## config.mk

```make
export PLATFORM = sky130hd
export DESIGN_NAME = rtc_core
export DESIGN_NICKNAME = d
export VERILOG_FILES = /design/src/rtl/rtc_core.sv
export SDC_FILE = /design/constraint.sdc
export NUM_CORES = 1
export LEC_CHECK = 0
export ABC_AREA = 1
export CORE_ASPECT_RATIO = 1.5
export CORE_UTILIZATION = 46
export CTS_CLUSTER_SIZE = 14
export DETAILED_ROUTE_END_ITERATION = 6
export PLACE_DENSITY = 0.71
export RECOVER_POWER = 100
export SYNTH_ARGS = -nofsm -noshare
export SYNTH_HDL_FRONTEND = slang
export SYNTH_SLANG_ARGS = --single-unit
```

## constraint.sdc

```tcl
create_clock -name clk -period 2.57 [get_ports clk]
set_input_delay 0.3855 -clock clk [delete_from_list [all_inputs] [get_ports clk]]
set_output_delay 0.3855 -clock clk [all_outputs]
set_load 0.01 [all_outputs]
```

## src/rtl/rtc_core.sv

```systemverilog
// Time-of-day counter: prescaled seconds, validated load, 12/24h BCD display.
// Define RTC_ALARM_EN to build the hour:minute alarm comparator.
module rtc_core #(
  parameter int CLK_PER_SEC = 50000000
) (
  input  logic       clk,
  input  logic       resetn,
  input  logic       run,
  input  logic       mode12,
  input  logic       set_valid,
  input  logic [4:0] set_h,
  input  logic [5:0] set_m,
  input  logic [5:0] set_s,
  output logic       set_err,
  input  logic       alarm_valid,
  input  logic [4:0] alarm_h,
  input  logic [5:0] alarm_m,
  input  logic       alarm_ack,
  output logic [7:0] h,
  output logic [7:0] m,
  output logic [7:0] s,
  output logic       pm,
  output logic       sec_tick,
  output logic       alarm_hit,
  output logic       alarm_pending
);

  localparam int PW = (CLK_PER_SEC > 2) ? $clog2(CLK_PER_SEC) : 1;
  localparam logic [PW-1:0] PRE_MAX = PW'(CLK_PER_SEC - 1);

  logic [PW-1:0] pre;
  logic [5:0]    sec;
  logic [5:0]    min;
  logic [4:0]    hr;

  logic          load_ok;
  logic          load_bad;
  logic          wrap;
  logic          tick;
  logic          alarm_bad;
  logic          sec_wrap;
  logic          min_wrap;
  logic [5:0]    sec_n;
  logic [5:0]    min_n;
  logic [4:0]    hr_n;

  assign load_ok  = set_valid && (set_h <= 5'd23)
                 && (set_m <= 6'd59) && (set_s <= 6'd59);
  assign load_bad = set_valid && !load_ok;
  assign wrap     = (pre == PRE_MAX);
  // A coincident accepted load swallows the tick.
  assign tick     = run && !load_ok && wrap;

  assign sec_wrap = (sec == 6'd59);
  assign min_wrap = (min == 6'd59);

  always_comb begin
    sec_n = sec_wrap ? 6'd0 : sec + 6'd1;
    min_n = min;
    hr_n  = hr;
    if (sec_wrap) begin
      min_n = min_wrap ? 6'd0 : min + 6'd1;
      if (min_wrap) begin
        hr_n = (hr == 5'd23) ? 5'd0 : hr + 5'd1;
      end
    end
  end

  always_ff @(posedge clk or negedge resetn) begin
    if (!resetn) begin
      pre      <= '0;
      sec      <= '0;
      min      <= '0;
      hr       <= '0;
      sec_tick <= 1'b0;
      set_err  <= 1'b0;
    end else begin
      sec_tick <= tick;
      set_err  <= load_bad || alarm_bad;
      if (load_ok) begin
        pre <= '0;
        sec <= set_s;
        min <= set_m;
        hr  <= set_h;
      end else if (run) begin
        pre <= wrap ? '0 : pre + 1'b1;
        if (wrap) begin
          sec <= sec_n;
          min <= min_n;
          hr  <= hr_n;
        end
      end
    end
  end

`ifdef RTC_ALARM_EN
  logic       armed;
  logic [4:0] al_h;
  logic [5:0] al_m;
  logic       match;

  assign alarm_bad = alarm_valid
                  && ((alarm_h > 5'd23) || (alarm_m > 6'd59));
  // New time is hh:mm:00 exactly when the old seconds were 59.
  assign match = tick && armed && sec_wrap
              && (min_n == al_m) && (hr_n == al_h);

  always_ff @(posedge clk or negedge resetn) begin
    if (!resetn) begin
      armed         <= 1'b0;
      al_h          <= '0;
      al_m          <= '0;
      alarm_hit     <= 1'b0;
      alarm_pending <= 1'b0;
    end else begin
      if (alarm_valid) begin
        al_h  <= alarm_h;
        al_m  <= alarm_m;
        armed <= !alarm_bad;
      end
      alarm_hit     <= match;
      alarm_pending <= match || alarm_hit
                    || (alarm_pending && !alarm_ack);
    end
  end
`else
  logic unused_alarm;

  assign alarm_bad     = 1'b0;
  assign alarm_hit     = 1'b0;
  assign alarm_pending = 1'b0;
  assign unused_alarm  = ^{alarm_valid, alarm_h, alarm_m, alarm_ack};
`endif

  function automatic logic [7:0] bcd(input logic [5:0] v);
    return {4'(v / 6'd10), 4'(v % 6'd10)};
  endfunction

  logic [4:0] hr12;
  logic [4:0] hr_disp;

  always_comb begin
    if (hr == 5'd0) hr12 = 5'd12;
    else if (hr > 5'd12) hr12 = hr - 5'd12;
    else hr12 = hr;
  end

  assign hr_disp = mode12 ? hr12 : hr;
  assign pm      = mode12 && (hr >= 5'd12);
  assign h       = bcd({1'b0, hr_disp});
  assign m       = bcd(min);
  assign s       = bcd(sec);

endmodule

```

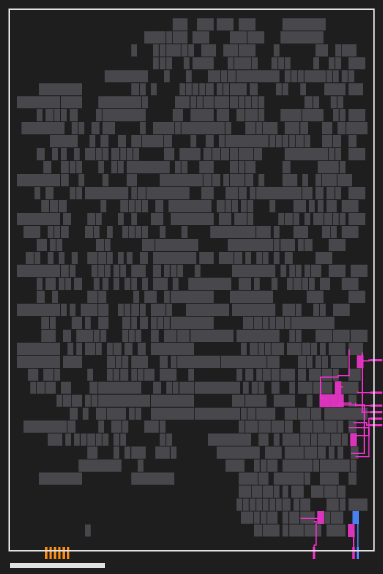
**Above:** I/O nets highlighted.
The bar under the picture is 20 um long.
Key: `h` = magenta [bits 8, direction output, edge 6 right, 2 bottom, end cells 8, buffers 6, wire 101 um]; `alarm_pending` = blue [bits 1, direction output, edge bottom, end cells 1, buffers 0, wire 5.60 um]; `alarm_m` = orange [bits 6, direction input, edge bottom, end cells 0, buffers 0]

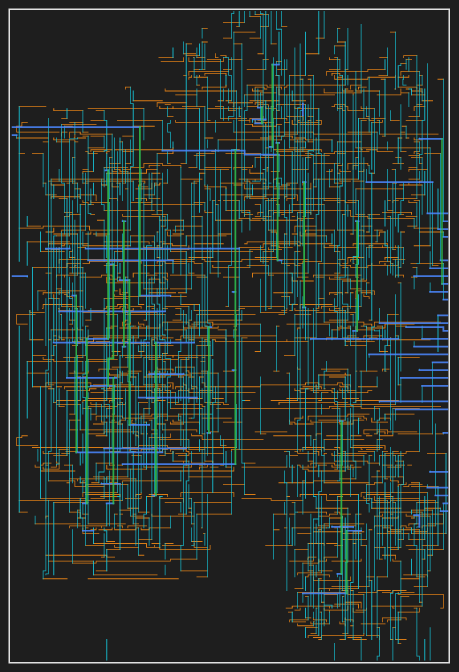
**Above:** metal layers overlaid.
Key: met4 = green [wire length 445 um]; met3 = blue [wire length 410 um]; met2 = cyan [wire length 5430 um]; met1 = orange [wire length 3970 um]

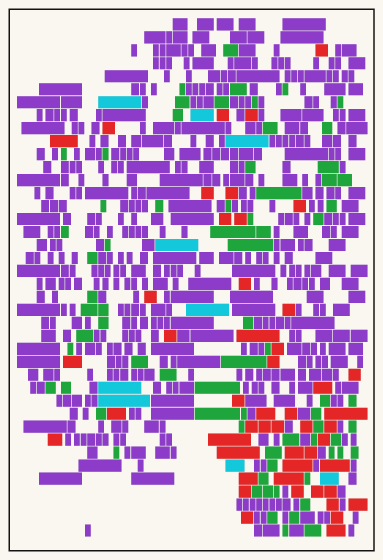
**Above:** cells by drive strength.
Key: drive 1 or less = purple [cells 520, most used nand2_1]; drive 6 and up = cyan [cells 9, most used clkbuf_16]; drive 3 to 4 = red [cells 49, most used buf_4]; drive 2 = green [cells 72, most used inv_2]

==> CHANGELOG.md <==
### Implementation results

- Synth Instances: approximately 580
- Total number of placement rows: 40
- Number of different library cells in the post-synthesis netlist: roughly 41
- Total of max-cap violations: 0
- Post-CTS clock slew at the launch and capture registers of the worst setup and hold paths: about 0.06 ns
- Cell type of the slowest stage on the worst timing path: sky130_fd_sc_hd__dfrtp_2
- Family with the most delay on the worst path: simple AND/OR/NAND/NOR gates
- Wire length per cell after detailed routing: about 14 um
- Warnings, synthesis: 0
- Largest fanout of any net on the critical path: 7
- Average footprint of a synthesized cell: about 6.5 sq um
- Worst path most repeated cell: sky130_fd_sc_hd__nand2_1
- Leakage power: 2.400 nW
- Yosys top cell by area: sky130_fd_sc_hd__dfrtp_1
- Number of buffers on the longest clock path: 2
- Final hold vios: 0
- Post-synthesis chip area from yosys: roughly 3800 sq um
- Clock root buffer: sky130_fd_sc_hd__clkbuf_16
- WL final: 10.26 mm
- Top cells by area in the synthesized netlist: sky130_fd_sc_hd__dfrtp_1, sky130_fd_sc_hd__nand2_1, sky130_fd_sc_hd__nand3_1, sky130_fd_sc_hd__inv_1, sky130_fd_sc_hd__ha_1
- Remaining max-slew budget at the tightest pin: approximately a third
- Post-synthesis register bit count: between 40 and 50
- Setup Viol. Count Final: 0
- Most used DFF post-synth: sky130_fd_sc_hd__dfrtp_1
- Ratio of cells with drive above 1 in the final layout: between 20% and 30%
- Cell Area, Synth: ~3800 sq um
- Sequential area share after synthesis: between 20% and 30%
- Number of H-tree branching levels: 2
- Clk_lat worst skew: around 0.29 ns
- Endpoint kind of the worst setup timing path: primary output
- Run status: finished clean
- Number of hold-repair buffers added at the cts stage: 0
- Placed wire-length estimate after detailed placement: 7.537 mm
- Combined buffer and inverter count along the critical path: 3
- Routability congestion estimate: 0.9816
- Clk_skew: around 0.008 ns
- Critical Path AT: between 2 and 2.5 ns
- Type of origin of the critical path: flop
- Number of pins with negative max-slew slack in the final report: 0
- Number of antenna violations at the first check in global routing: 0
- Antenna Cells: 0
- Detailed-route vias per instance: around 5.2
- Unrepaired setup endpoints after global routing: yes
[registers in the layout (all words and copies together) (netlist names)]
name,count
sec_tick,1
set_err,1
min,6
hr,5
pre,26
sec,6
[per-layer routing]
metal  routed length [um]  vias to the layer above  GRT usage (%)
li1                     -                     1969              -
met1                 3971                     1800          24.64
met2                 5434                      103          47.88
met3                  409                       40          4.194
met4                  444                        0          14.10
met5                    0                        -              0
[power by group]
part	switching [mW]	leakage, nW	internal (mW)
Clock	0.277	0.0831	0.485
Combinational	1.28	1.72	1.07
Sequential	0.146	0.596	0.815
Total	1.70	2.40	2.37
[what timing repair did]
action,in CTS,in global routing
pin swaps,5,17
setup endpoints to repair,11,9
gates resized,35,52
setup buffers,7,4
[logic make-up after synthesis]
| logic type | count (synthesis) | share of synthesized area, % |
|---|---|---|
| xor gates and xnor gates | 22 | 5.084 |
| other | 1 | 0.09895 |
| adders and majority gates | 15 | 4.952 |
| buffers and inverters | 97 | 11.22 |
| AOI/OAI and AO/OA | 57 | 7.990 |
| DFF | 45 | 29.71 |
| and+or+nand+nor | 343 | 40.94 |
[cell type report]
| class | instances | area (sq um) |
|---|---|---|
| flip-flops and latches | 45 | 1134 |
| repair buffers | 78 | 675.6 |
| inverters | 76 | 291.5 |
| clock buffers | 6 | 138.9 |
| clock inverters | 2 | 37.54 |
| multi-input cells | 443 | 2426 |
| fillers | 757 | 3173 |
| well taps | 105 | 131.4 |
[final timing paths]
path                            startpoint  cells after the start  endpoint  slack (ns)
worst max register to register      pre[0]                     13    min[3]        0.28
worst min register to register      min[4]                      2    min[4]        0.56
max in group asynchronous           resetn                      2     hr[2]        1.03
worst max-delay path                 hr[3]                     16      h[3]        0.02
worst min-delay path                resetn                      1    pre[4]        0.23
min in group clk                    min[4]                      2    min[4]        0.56
[placed cells by master, fill, tap and decap left out, drive strengths merged, types with 3 or more instances in the layout]
cell           instances
a21oi                 11
buf                   35
clkbuf                 9
clkdlybuf4s50         21
clkinv                 3
conb                   6
dfrtp                 45
dlygate4sd2            7
dlygate4sd3            8
ha                    15
inv                   73
nand2                202
nand3                 55
nand4                 15
nor2                  48
nor3                  14
o21ai                 38
o22ai                  3
xnor2                  5
xor2                  17
[stage by stage]
step	worst slack [ns]	power, mW	cell area [sq um]	utilization (%)	instances
after CTS	-0.1099	3.833	4682	58.47	751
after global routing	-0.06129	4.404	4835	60.38	755
final	0.02185	4.074	4835	60.38	755
after floorplan	0.3852	2.185	3809	-	585
after detailed placement	-0.3872	3.059	4414	55.13	736
after global placement	-0.3030	3.005	4414	55.13	736
[worst reg2reg max path, delay by kind of cell (launching register included)]
kind | cells | cell delay, ns
AND/OR/NAND/NOR | 9 | 1.08
buffers and inverters | 3 | 0.49
flip-flops | 1 | 0.40
adder cells (fa/ha/maj) | 1 | 0.23
Power figures rest on the tool's default switching activity, not on a simulated workload.
